===== src/rtl/uart_rx_module.sv =====
// ---------------------------------------------------------------------------
// uart_rx_module
//   8N1 UART receiver. The serial line is synchronized, a falling edge starts
//   a frame, the start bit is re-checked at its middle, eight data bits are
//   sampled LSB first at one-bit spacing, and the stop bit decides between a
//   good byte (Rx_Done_Sig) and a framing error (Frame_Err_Sig).
//
// Parameters
//   CLKS_PER_BIT : CLK cycles per bit period
//   HALF_BIT     : CLK cycles from start-edge detection to the start-bit
//                  mid-sample (2 .. CLKS_PER_BIT-1)
//
// Ports
//   CLK           in   system clock, rising edge
//   RST           in   asynchronous active-high reset
//   RX_Pin_In     in   asynchronous serial line, idle high
//   Rx_En_Sig     in   receive enable, only looked at while idle
//   Rx_Data       out  last correctly framed byte
//   Rx_Done_Sig   out  one-cycle pulse, Rx_Data updated this cycle
//   Frame_Err_Sig out  one-cycle pulse, stop bit was sampled low
//   Rx_Busy       out  high whenever a frame is being received
//   Rx_State_Dbg  out  current FSM state (IDLE=0 START=1 DATA=2 STOP=3)
//
// Handshake: Rx_Done_Sig and Frame_Err_Sig are single-cycle strobes with no
// back-pressure; Rx_Data is stable from the Rx_Done_Sig cycle until the next
// Rx_Done_Sig and is never touched by a framing error.
// ---------------------------------------------------------------------------
module uart_rx_module #(
  parameter int CLKS_PER_BIT = 10417,
  parameter int HALF_BIT     = 5208
) (
  input  logic       CLK,
  input  logic       RST,
  input  logic       RX_Pin_In,
  input  logic       Rx_En_Sig,
  output logic [7:0] Rx_Data,
  output logic       Rx_Done_Sig,
  output logic       Frame_Err_Sig,
  output logic       Rx_Busy,
  output logic [1:0] Rx_State_Dbg
);

  typedef enum logic [1:0] {
    IDLE  = 2'd0,
    START = 2'd1,
    DATA  = 2'd2,
    STOP  = 2'd3
  } state_t;

  localparam logic [13:0] BIT_LAST  = 14'(CLKS_PER_BIT - 1);
  localparam logic [13:0] HALF_LAST = 14'(HALF_BIT - 1);

  state_t      state;
  state_t      state_nxt;
  logic        sync1;
  logic        sync2;
  logic        hist;
  logic [13:0] cnt;
  logic [2:0]  bit_idx;
  logic [7:0]  shreg;

  logic        start_edge;
  logic        start_go;
  logic        half_tick;
  logic        bit_tick;

  // Two-flop synchronizer plus one history flop; all preset to the idle
  // (high) line level so a reset never looks like a start edge.
  always_ff @(posedge CLK or posedge RST) begin
    if (RST) begin
      sync1 <= 1'b1;
      sync2 <= 1'b1;
      hist  <= 1'b1;
    end else begin
      sync1 <= RX_Pin_In;
      sync2 <= sync1;
      hist  <= sync2;
    end
  end

  assign start_edge = hist & ~sync2;
  assign start_go   = start_edge & Rx_En_Sig;
  assign half_tick  = (cnt == HALF_LAST);
  assign bit_tick   = (cnt == BIT_LAST);

  // State register
  always_ff @(posedge CLK or posedge RST) begin
    if (RST) begin
      state <= IDLE;
    end else begin
      state <= state_nxt;
    end
  end

  // Next-state logic
  always_comb begin
    state_nxt = state;
    case (state)
      IDLE: begin
        if (start_go) state_nxt = START;
      end
      START: begin
        // A high line at mid start bit means the edge was only a glitch.
        if (half_tick) state_nxt = sync2 ? IDLE : DATA;
      end
      DATA: begin
        if (bit_tick && (bit_idx == 3'd7)) state_nxt = STOP;
      end
      STOP: begin
        // An edge seen in the very cycle the stop bit is judged is not lost:
        // go straight to START instead of passing through IDLE.
        if (bit_tick) state_nxt = start_go ? START : IDLE;
      end
      default: state_nxt = IDLE;
    endcase
  end

  // Datapath: bit timer, bit index, shift register, result and strobes.
  always_ff @(posedge CLK or posedge RST) begin
    if (RST) begin
      cnt           <= 14'd0;
      bit_idx       <= 3'd0;
      shreg         <= 8'h00;
      Rx_Data       <= 8'h00;
      Rx_Done_Sig   <= 1'b0;
      Frame_Err_Sig <= 1'b0;
    end else begin
      Rx_Done_Sig   <= 1'b0;
      Frame_Err_Sig <= 1'b0;
      case (state)
        IDLE: begin
          cnt     <= 14'd0;
          bit_idx <= 3'd0;
        end
        START: begin
          if (half_tick) begin
            cnt     <= 14'd0;
            bit_idx <= 3'd0;
          end else begin
            cnt <= cnt + 14'd1;
          end
        end
        DATA: begin
          if (bit_tick) begin
            cnt     <= 14'd0;
            shreg   <= {sync2, shreg[7:1]};
            bit_idx <= 3'(bit_idx + 3'd1);
          end else begin
            cnt <= cnt + 14'd1;
          end
        end
        STOP: begin
          if (bit_tick) begin
            cnt <= 14'd0;
            if (sync2) begin
              Rx_Data     <= shreg;
              Rx_Done_Sig <= 1'b1;
            end else begin
              Frame_Err_Sig <= 1'b1;
            end
          end else begin
            cnt <= cnt + 14'd1;
          end
        end
        default: begin
          cnt     <= 14'd0;
          bit_idx <= 3'd0;
        end
      endcase
    end
  end

  // Outputs decoded from state
  always_comb begin
    Rx_Busy      = (state != IDLE);
    Rx_State_Dbg = state;
  end

endmodule


===== config.mk =====
export PLATFORM = sky130hd
export DESIGN_NAME = uart_rx_module
export DESIGN_NICKNAME = d
export VERILOG_FILES = /design/src/rtl/uart_rx_module.sv
export SDC_FILE = /design/constraint.sdc
export NUM_CORES = 1
export LEC_CHECK = 0
export ABC_AREA = 0
export CAP_MARGIN = 20
export CELL_PAD_IN_SITES_DETAIL_PLACEMENT = 0
export CELL_PAD_IN_SITES_GLOBAL_PLACEMENT = 1
export CORE_MARGIN = 4
export CORE_UTILIZATION = 45
export CTS_CLUSTER_SIZE = 30
export DETAILED_ROUTE_END_ITERATION = 16
export GPL_TIMING_DRIVEN = 0
export HOLD_SLACK_MARGIN = 0.1
export PLACE_DENSITY = 0.78
export SYNTH_ARGS = -nofsm -noshare
export SYNTH_HDL_FRONTEND = slang
export SYNTH_SLANG_ARGS = --single-unit

===== constraint.sdc =====
create_clock -name CLK -period 5.08 [get_ports CLK]
set_clock_uncertainty 0.2 [all_clocks]
set_input_delay 0.762 -clock CLK [delete_from_list [all_inputs] [get_ports CLK]]
set_output_delay 0.762 -clock CLK [all_outputs]
set_load 0.1 [all_outputs]

Figure 1. Cell area per tile (run 1).
Drawn at 4 px/micron. 7 x 7 tiles, from dark blue (low) to red (high), 0 to 100% covered.
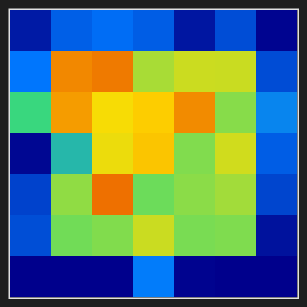
tiles over 75% full: 14%
nearly empty tiles: 16%
mean over tiles: 41%
densest ninth of the die: middle

Figure 2. Cells colored by class (run 1).
Drawn at 4 px/micron.
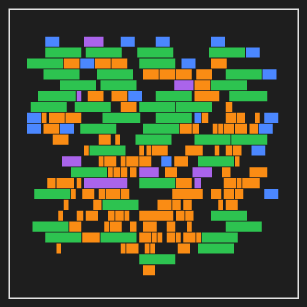
| class | color | cells | share of their area |
|---|---|---|---|
| clock drivers and dummy loads | purple | 8 | 5.1% |
| remaining buffers and delay cells | blue | 18 | 8.2% |
| combinational and other logic | orange | 108 | 39% |
| sequential cells | green | 40 | 48% |
Finished Core Util: 0.5692
FP Rows: 22

==> flow_summary.json, run 1 <==
{
  "outcome": "finished, final reports clean",
  "rr_startpoint": "cnt[0]",
  "clock_latency_ps": 290,
  "ys_seq_share": 0.5477,
  "final_common_cell": "dfrtp_1",
  "setup_tns_ps": 0,
  "fin_nets": 181,
  "num-multi-input-gates": 102,
  "path_buffers": 1,
  "lay_top_cells": "dfrtp_1, nor2_1, clkdlybuf4s50_1",
  "switching_power_mw": 0.1123,
  "hold_class": "reg2reg",
  "slew_viol_final": 0,
  "diodes": 0,
  "internal-power_mw": 0.4683,
  "min_period_ps": 3055,
  "area_leaders": "dfrtp_1, mux2_2, dfstp_2, xnor2_1, nor2_1",
  "largest_reg_flops": 14,
  "p_per_area_nw_per_um2": 268.6,
  "fp_util": 0.4829,
  "post-route-drc-count": 0,
  "top_power_group": "sequential cells",
  "top_cell_area_share": 0.5048,
  "clockPowerShare": 0.432,
  "cts_inserted_buffers": 5,
  "logic_family": "simple AND/OR/NAND/NOR gates",
  "worst_pin_slew_ps": 976.5,
  "place_congestion": 0.8197,
  "grt_setup_unrepaired": "no",
  "max_freq_ghz": 0.3274,
  "logic_area_sq_um": 794.5,
  "grt_usage": 0.1507,
  "die_x_microns": 71.85,
  "yosys_cells": 150,
  "cts_resized": 0,
  "cts_sinks": 40,
  "reg2reg_depth": 6,
  "crit_path_end": "Rx_Busy",
  "common_cells": "dfrtp_1, nor2_1, mux2_2, nand2_1, xnor2_1",
  "root_buffer": "clkbuf_8",
  "syn_area_sq_um": 1834,
  "crit_path_start_kind": "flip-flop",
  "power_frac_comb": 0.014,
  "switching_share": 0.1935,
  "drive_gt1_frac": 0.2069,
  "p_comb_mw": 0.00841,
  "min_path_cells": 0,
  "finalCritPeriodShare": 0.6013,
  "io_pins": 17,
  "nWellTaps": 48,
  "enable_flop_cells": 0,
  "grt_max_degree": 41,
  "flop_cell": "dfrtp_1",
  "dp_slack_ps": 2351,
  "rr_endpoint": "Rx_Data[4]",
  "fin_hold_ws_ps": 164.1,
  "syn_inst": 150,
  "top_area_cell": "dfrtp_1",
  "hold_viol": 0,
  "hold_end": "sync2",
  "cp-end-kind": "primary output",
  "synth_flops": 40,
  "clock_path_buffers": 2,
  "seqCellArea_sq_um": 1005,
  "seq_cells": 40,
  "cp_top_family": "buffers and inverters",
  "worstHoldStart": "sync1",
  "place_hpwl_microns": 2366,
  "clk_pin_slew_ps": 70,
  "async_flop_share": 1.000,
  "area_growth_pct": 17.87,
  "dominant_cells": "sequential cells",
  "worstSetupPathType": "reg2out",
  "grt.overflow.total": 0,
  "crit_cells": 2,
  "antenna_found_initial": 0,
  "cts_setup_buffers": 0,
  "reg.largest.list": "cnt x14, Rx_Data x8, shreg x8",
  "slew_headroom": 0.3470,
  "port_buffers": 16,
  "crit_start": "Rx_State_Dbg[0]",
  "postCtsHoldBufs": 0,
  "p_seq_mw": 0.321,
  "final-setup-viol-count": 0,
  "cts_tree": "done",
  "die_h_microns": 71.85,
  "regToRegSetupSlack_ps": 2980,
  "critPathMaxFanout": 9,
  "ctsHtreeMaxLevel": 2,
  "critPathRequiredTime_ps": 4120,
  "simple_gate_share": 0.1985,
  "drv_cap": 0,
  "path_cells": "or2_2 -> clkdlybuf4s50_1",
  "fp_nets": 158,
  "ys_sh_xor": 0.05730,
  "slowest_delay_ps": 1120,
  "yosys_area_sq_um": 1834,
  "clk-power_mw": 0.251,
  "critical_path.slowest_cell": "clkdlybuf4s50_1",
  "core-area_sq_um": 3799,
  "grt_pass1_vias": 1233,
  "comb_share": 0.3675,
  "ant_nets": 0,
  "ir_drop_uv": 163.3,
  "warnings": 27,
  "clk_share": 0.04977,
  "largest-register": "cnt",
  "aoi_share": 0.05184,
  "synth_cell_types": 39,
  "layout_setup_ws_ps": 2025,
  "buffer_area_frac": 0.07986,
  "n_all_inverters": 6,
  "vias_per_cell": 5.410,
  "grt_first_pass_wirelength_microns": 5913,
  "p_seq_frac": 0.553,
  "n_all_buffers": 18,
  "yosysMostFrequentCell": "dfrtp_1",
  "die_area_sq_um": 5162,
  "ys_sh_mux": 0.09823,
  "arrival_ps": 2090,
  "synth.avg_cell_area_sq_um": 12.23,
  "yosysWarningCount": 0,
  "p_leak_nw": 0.9596,
  "wire_per_inst_microns": 15.09,
  "nClkBuffers": 6,
  "dr.pass1.iters": 4
}
Figure 3. Nets reached from selected ports (run 1).
Drawn at 4 px/micron.
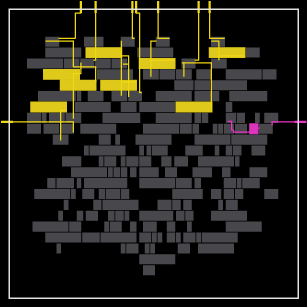
| port | color | bits | direction | edge | end cells | buffers | wire |
|---|---|---|---|---|---|---|---|
| Rx_Data | yellow | 8 | output | 7 top, 1 left | 8 | 8 | 235 microns |
| Rx_Busy | magenta | 1 | output | right | 1 | 1 | 16.7 microns |

Figure 4. The metal 1 layer (run 1).
Drawn at 6 px/micron. Supply wires on this layer in gray. Cells faint in the background.
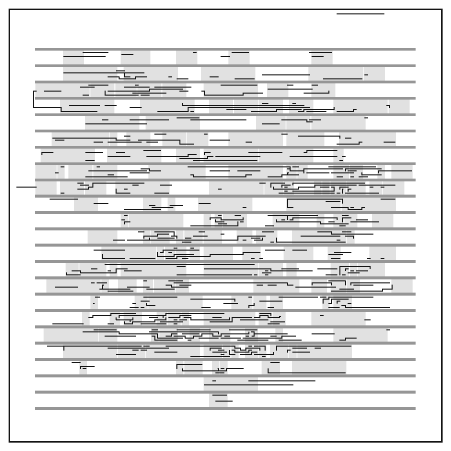
main direction: horizontal
wire length on this layer: 1510 microns
longest straight run: 24.8 microns
met1 usage: 0.1929
drt total wl: 3349 microns
vias: 1201

-- run 1: per-stage QoR --
step | util | area (sq um) | power (mW) | instances
floorplan | - | 1834 | 0.3320 | 150
global placement | 0.5408 | 2054 | 0.3360 | 214
detailed placement | 0.5408 | 2054 | 0.3365 | 214
CTS | 0.5692 | 2162 | 0.5879 | 222
global route | 0.5692 | 2162 | 0.6053 | 222
finish | 0.5692 | 2162 | 0.5806 | 222
-- run 1: routing by layer --
layer / track usage / vias to the layer above / routed length, microns
met1: 0.1929 / 595 / 1507
met2: 0.2347 / 19 / 1634
met5: 0 / - / 0
met4: 0.05637 / 0 / 56
li1: - / 581 / -
met3: 0.05330 / 6 / 150
==> inputs of run 2 (changes only) <==
CORE_UTILIZATION = 41   (was 45)
PLACE_DENSITY = 0.75   (was 0.78)
clock period = 2.5 ns   (was 5.08 ns; I/O delays follow)
Figure 5. Nets reached from selected ports (run 2).
Drawn at 4 px/micron.
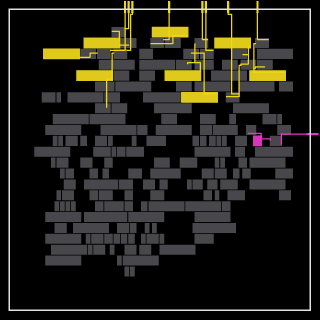
| port | color | bits | direction | edge | end cells | buffers | wire |
|---|---|---|---|---|---|---|---|
| Rx_Busy | magenta | 1 | output | right | 1 | 1 | 16.4 microns |
| Rx_Data | yellow | 8 | output | top | 8 | 8 | 196 microns |

==> flow_summary.json, run 2 <==
{
  "yosysWarningCount": 0,
  "min_period_ps": 2390,
  "cp_top_family": "buffers and inverters",
  "arrival_ps": 1810,
  "diodes": 0,
  "n_all_buffers": 18,
  "post-route-drc-count": 0,
  "switching_share": 0.1813,
  "io_pins": 17,
  "critPathMaxFanout": 9,
  "dp_slack_ps": 142.7,
  "lay_top_cells": "dfrtp_1, nor2_1, mux2_2",
  "port_buffers": 16,
  "cts_resized": 2,
  "grt.overflow.total": 0,
  "vias_per_cell": 5.302,
  "final_common_cell": "dfrtp_1",
  "crit_start": "Rx_State_Dbg[0]",
  "worst_pin_slew_ps": 982.2,
  "ys_sh_mux": 0.09823,
  "grt_usage": 0.1327,
  "internal-power_mw": 1.048,
  "antenna_found_initial": 0,
  "crit_path_end": "Rx_Busy",
  "finalCritPeriodShare": 0.9559,
  "reg2reg_depth": 4,
  "cts_sinks": 40,
  "core-area_sq_um": 4354,
  "aoi_share": 0.05184,
  "p_seq_frac": 0.510,
  "fp_util": 0.4213,
  "yosysMostFrequentCell": "dfrtp_1",
  "final_area_sq_um": 2188,
  "yosys_cells": 150,
  "num_vias": 1193,
  "syn_area_sq_um": 1834,
  "clk-power_mw": 0.610,
  "n_all_inverters": 6,
  "common_cells": "dfrtp_1, nor2_1, mux2_2, nand2_1, xnor2_1",
  "setup_tns_ps": 0,
  "logic_area_sq_um": 794.5,
  "crit_path_start_kind": "flip-flop",
  "top_area_cell": "dfrtp_1",
  "final_core_util": 0.5026,
  "placementRows": 24,
  "ant_nets": 0,
  "area_growth_pct": 19.30,
  "rr_endpoint": "Rx_Data[4]",
  "slew_headroom": 0.3432,
  "path_cells": "or2_2 -> dlygate4sd2_1",
  "nClkBuffers": 5,
  "enable_flop_cells": 0,
  "die_h_microns": 74.89,
  "num-multi-input-gates": 102,
  "area_leaders": "dfrtp_1, mux2_2, dfstp_2, xnor2_1, nor2_1",
  "final-setup-viol-count": 0,
  "grt_first_pass_wirelength_microns": 5595,
  "simple_gate_share": 0.1985,
  "nWellTaps": 52,
  "ctsHtreeMaxLevel": 2,
  "critPathRequiredTime_ps": 1920,
  "drive_gt1_frac": 0.2081,
  "regToRegSetupSlack_ps": 410,
  "comb_share": 0.3631,
  "largest_reg_flops": 14,
  "warnings": 27,
  "grt_setup_unrepaired": "no",
  "finalPower_mw": 1.280,
  "path_buffers": 1,
  "logic_family": "simple AND/OR/NAND/NOR gates",
  "p_seq_mw": 0.653,
  "switching_power_mw": 0.2321,
  "root_buffer": "clkbuf_8",
  "die_area_sq_um": 5608,
  "drv_cap": 0,
  "clk_share": 0.05889,
  "fp_nets": 158,
  "ys_seq_share": 0.5477,
  "placed_area_sq_um": 2059,
  "clock_path_buffers": 2,
  "fin_cells": 225,
  "crit_cells": 2,
  "syn_inst": 150,
  "outcome": "finished, final reports clean",
  "slowest_delay_ps": 850,
  "top_cell_area_share": 0.5048,
  "flop_cell": "dfrtp_1"
}
Figure 6. Cells colored by class (run 2).
Drawn at 4 px/micron.
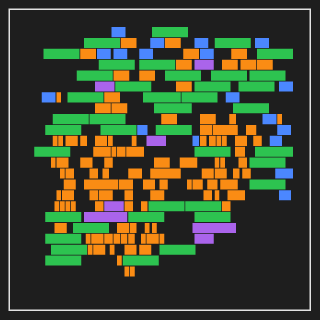
| class | color | cells | share of their area |
|---|---|---|---|
| sequential cells | green | 40 | 47% |
| clock drivers and dummy loads | purple | 7 | 6.1% |
| combinational and other logic | orange | 108 | 38% |
| remaining buffers and delay cells | blue | 18 | 8.1% |

==> run 2: cell types whose count changed in the layout (fill, tap and decap cells not counted), sizes merged <==
cell           previous run  this run
clkbuf                    6         5
clkinv                    1         0
dlygate4sd2               0         2
dlymetal6s2s              0         1
bufinv                    1         2
clkdlybuf4s50            16        13
==> run 2: how the worst min path moves through the flow <==
stage           from  endpoint  slack (ps)  cells past startpoint
2_1_floorplan  sync1     sync2         150                      0
3_3_place_gp   sync1     sync2         150                      0
3_5_place_dp   sync1     sync2         150                      0
4_1_cts        sync1     sync2         160                      0
5_1_grt        sync1     sync2         160                      0
6_report       sync1     sync2         160                      0
==> run 2: per-layer routing <==
layer | wire length [microns] | global-route usage
met1 | 1655 | 0.1811
met2 | 1485 | 0.1915
met3 | 130 | 0.04005
met4 | 51 | 0.06522
met5 | 0 | 0
==> inputs of run 3 (changes only) <==
SETUP_SLACK_MARGIN = 0.4   (was default)
Figure 7. Nets reached from selected ports (run 3).
Drawn at 4 px/micron.
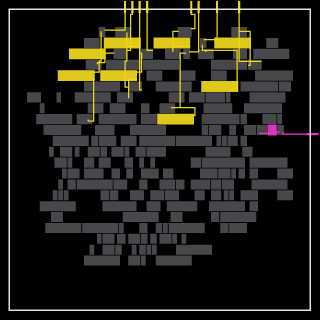
| port | color | bits | direction | edge | end cells | buffers | wire |
|---|---|---|---|---|---|---|---|
| Rx_Data | yellow | 8 | output | top | 8 | 8 | 226 microns |
| Rx_Busy | magenta | 1 | output | right | 1 | 1 | 12.1 microns |
io pins: 17
I/O Buffers: 16

==> flow_summary.json, run 3 <==
{
  "fillers": 400,
  "die_h_microns": 74.89,
  "drtIter0Drc": 65,
  "core-area_sq_um": 4354,
  "post-route-drc-count": 0,
  "critPathRequiredTime_ps": 1920,
  "ctsHtreeMaxLevel": 2,
  "rr_startpoint": "cnt[12]",
  "vias_per_cell": 5.267,
  "die_area_sq_um": 5608,
  "seqCellArea_sq_um": 1010,
  "final_core_util": 0.5095,
  "crit_cells": 1,
  "worst_pin_slew_ps": 960.4,
  "hold_class": "reg2reg",
  "slew_headroom": 0.3622,
  "cts_tree": "done",
  "arrival_ps": 1480,
  "ant_nets": 0,
  "place_congestion": 0.7494,
  "flop_cell": "dfrtp_1",
  "outcome": "finished, final reports clean",
  "cp_top_family": "buffers and inverters",
  "fin_hold_ws_ps": 159.9,
  "num_vias": 1222,
  "syn_inst": 150,
  "area_leaders": "dfrtp_1, mux2_2, dfstp_2, xnor2_1, nor2_1",
  "clock_latency_ps": 290,
  "crit_path_start_kind": "flip-flop",
  "grt_setup_unrepaired": "no",
  "largest-register": "cnt",
  "fp_util": 0.4213,
  "dp.cells": 218,
  "antenna_found_initial": 0,
  "final_common_cell": "dfrtp_1",
  "die_x_microns": 74.89,
  "ir_drop_uv": 359.3,
  "cts_resized": 17,
  "hold_viol": 0,
  "worstHoldStart": "sync1",
  "simple_gate_share": 0.1985,
  "ys_seq_share": 0.5477,
  "yosys_cells": 150,
  "path_cells": "clkdlybuf4s15_1",
  "placementRows": 24,
  "grt_max_degree": 41,
  "drive_gt1_frac": 0.3000,
  "drv_cap": 0,
  "placed_area_sq_um": 2062,
  "dr.pass1.iters": 4,
  "critPathMaxFanout": 2,
  "met1_usage": 0.1803,
  "fin_nets": 187,
  "hold_end": "sync2",
  "final_area_sq_um": 2218,
  "logic_family": "simple AND/OR/NAND/NOR gates",
  "top_layer": "met4",
  "root_buffer": "clkbuf_8",
  "drt_wl_total_microns": 3579,
  "logic_area_sq_um": 795.8,
  "p_per_area_nw_per_um2": 539.0,
  "lay_top_cells": "dfrtp_1, nor2_1, mux2_2",
  "cp-end-kind": "primary output",
  "synth.avg_cell_area_sq_um": 12.23,
  "grt_first_pass_wirelength_microns": 5637,
  "wire_per_inst_microns": 15.43,
  "reg2reg_depth": 5,
  "p_leak_nw": 1.008,
  "use_met2": 0.2089,
  "min_path_cells": 0,
  "diodes": 0,
  "met1_length_microns": 1672,
  "yosysMostFrequentCell": "dfrtp_1",
  "cts_sinks": 40,
  "area_growth_pct": 20.94,
  "async_flop_share": 1.000,
  "ys_sh_mux": 0.09823,
  "place_hpwl_microns": 2420,
  "top_cell_area_share": 0.5048,
  "top_area_cell": "dfrtp_1",
  "wl_met2_microns": 1759,
  "yosys_area_sq_um": 1834,
  "wl_met3_microns": 112,
  "path_buffers": 1,
  "synth_cell_types": 39,
  "crit_path_end": "Rx_Data[3]",
  "worstSetupPathType": "reg2out",
  "ys_sh_xor": 0.05730,
  "reg.largest.list": "cnt x14, Rx_Data x8, shreg x8",
  "dp_slack_ps": 189.4,
  "grt_pass1_vias": 1146,
  "grt.overflow.total": 0,
  "warnings": 28,
  "slew_viol_final": 0,
  "grt_usage": 0.1357,
  "critical_path.slowest_cell": "clkdlybuf4s15_1",
  "grtUsageMet3": 0.04806,
  "aoi_share": 0.05184,
  "cts_inserted_buffers": 5,
  "yosysWarningCount": 0,
  "layout_setup_ws_ps": 447.9,
  "enable_flop_cells": 0,
  "setup_tns_ps": 0,
  "busiest_layer": "met2",
  "final-setup-viol-count": 0,
  "finalCritPeriodShare": 0.8208,
  "clock_path_buffers": 2,
  "postCtsHoldBufs": 0,
  "fp_nets": 158,
  "fin_cells": 232,
  "max_freq_ghz": 0.4873,
  "finalPower_mw": 1.196,
  "common_cells": "dfrtp_1, nor2_1, mux2_2, nand2_1, xnor2_1",
  "syn_area_sq_um": 1834,
  "cts_setup_buffers": 1,
  "crit_start": "Rx_Data[3]",
  "largest_reg_flops": 14,
  "regToRegSetupSlack_ps": 480,
  "clk_pin_slew_ps": 80,
  "slowest_delay_ps": 830,
  "fa_ha_area_frac": 0.02729,
  "synth_flops": 40,
  "rr_endpoint": "Rx_Data[5]",
  "min_period_ps": 2052
}
Figure 8. Cells colored by class (run 3).
Drawn at 4 px/micron.
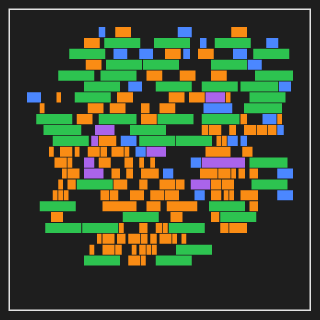
| class | color | cells | share of their area |
|---|---|---|---|
| clock drivers and dummy loads | purple | 8 | 5.2% |
| combinational and other logic | orange | 108 | 38% |
| sequential cells | green | 40 | 47% |
| remaining buffers and delay cells | blue | 24 | 9.9% |

-- run 3: cell count changes in the layout (fill, tap and decap cells not counted), moves of 2 or more --
cell,delta
clkbuf_2,+4
dfrtp_2,+4
dfrtp_1,-4
clkdlybuf4s50_1,-10
clkdlybuf4s15_2,+2
buf_4,+4
clkdlybuf4s15_1,+5
-- run 3: report_power, final --
part | internal, mW | leakage (nW) | switching (mW)
Combinational | 0.00441 | 0.429 | 0.0129
Sequential | 0.651 | 0.525 | 0.00188
Clock | 0.295 | 0.0541 | 0.230
-- run 3: layout make-up --
type                            count  share of cell area
Buffer                              2            0.007332
Sequential cell                    40              0.4552
Multi-Input combinational cell    102              0.3587
Timing Repair Buffer               22             0.08911
Clock buffer                        5             0.03102
Clock inverter                      3             0.01918
Tap cell                           52             0.02933
Inverter                            6             0.01015
Power and IR drop assume default switching activity.
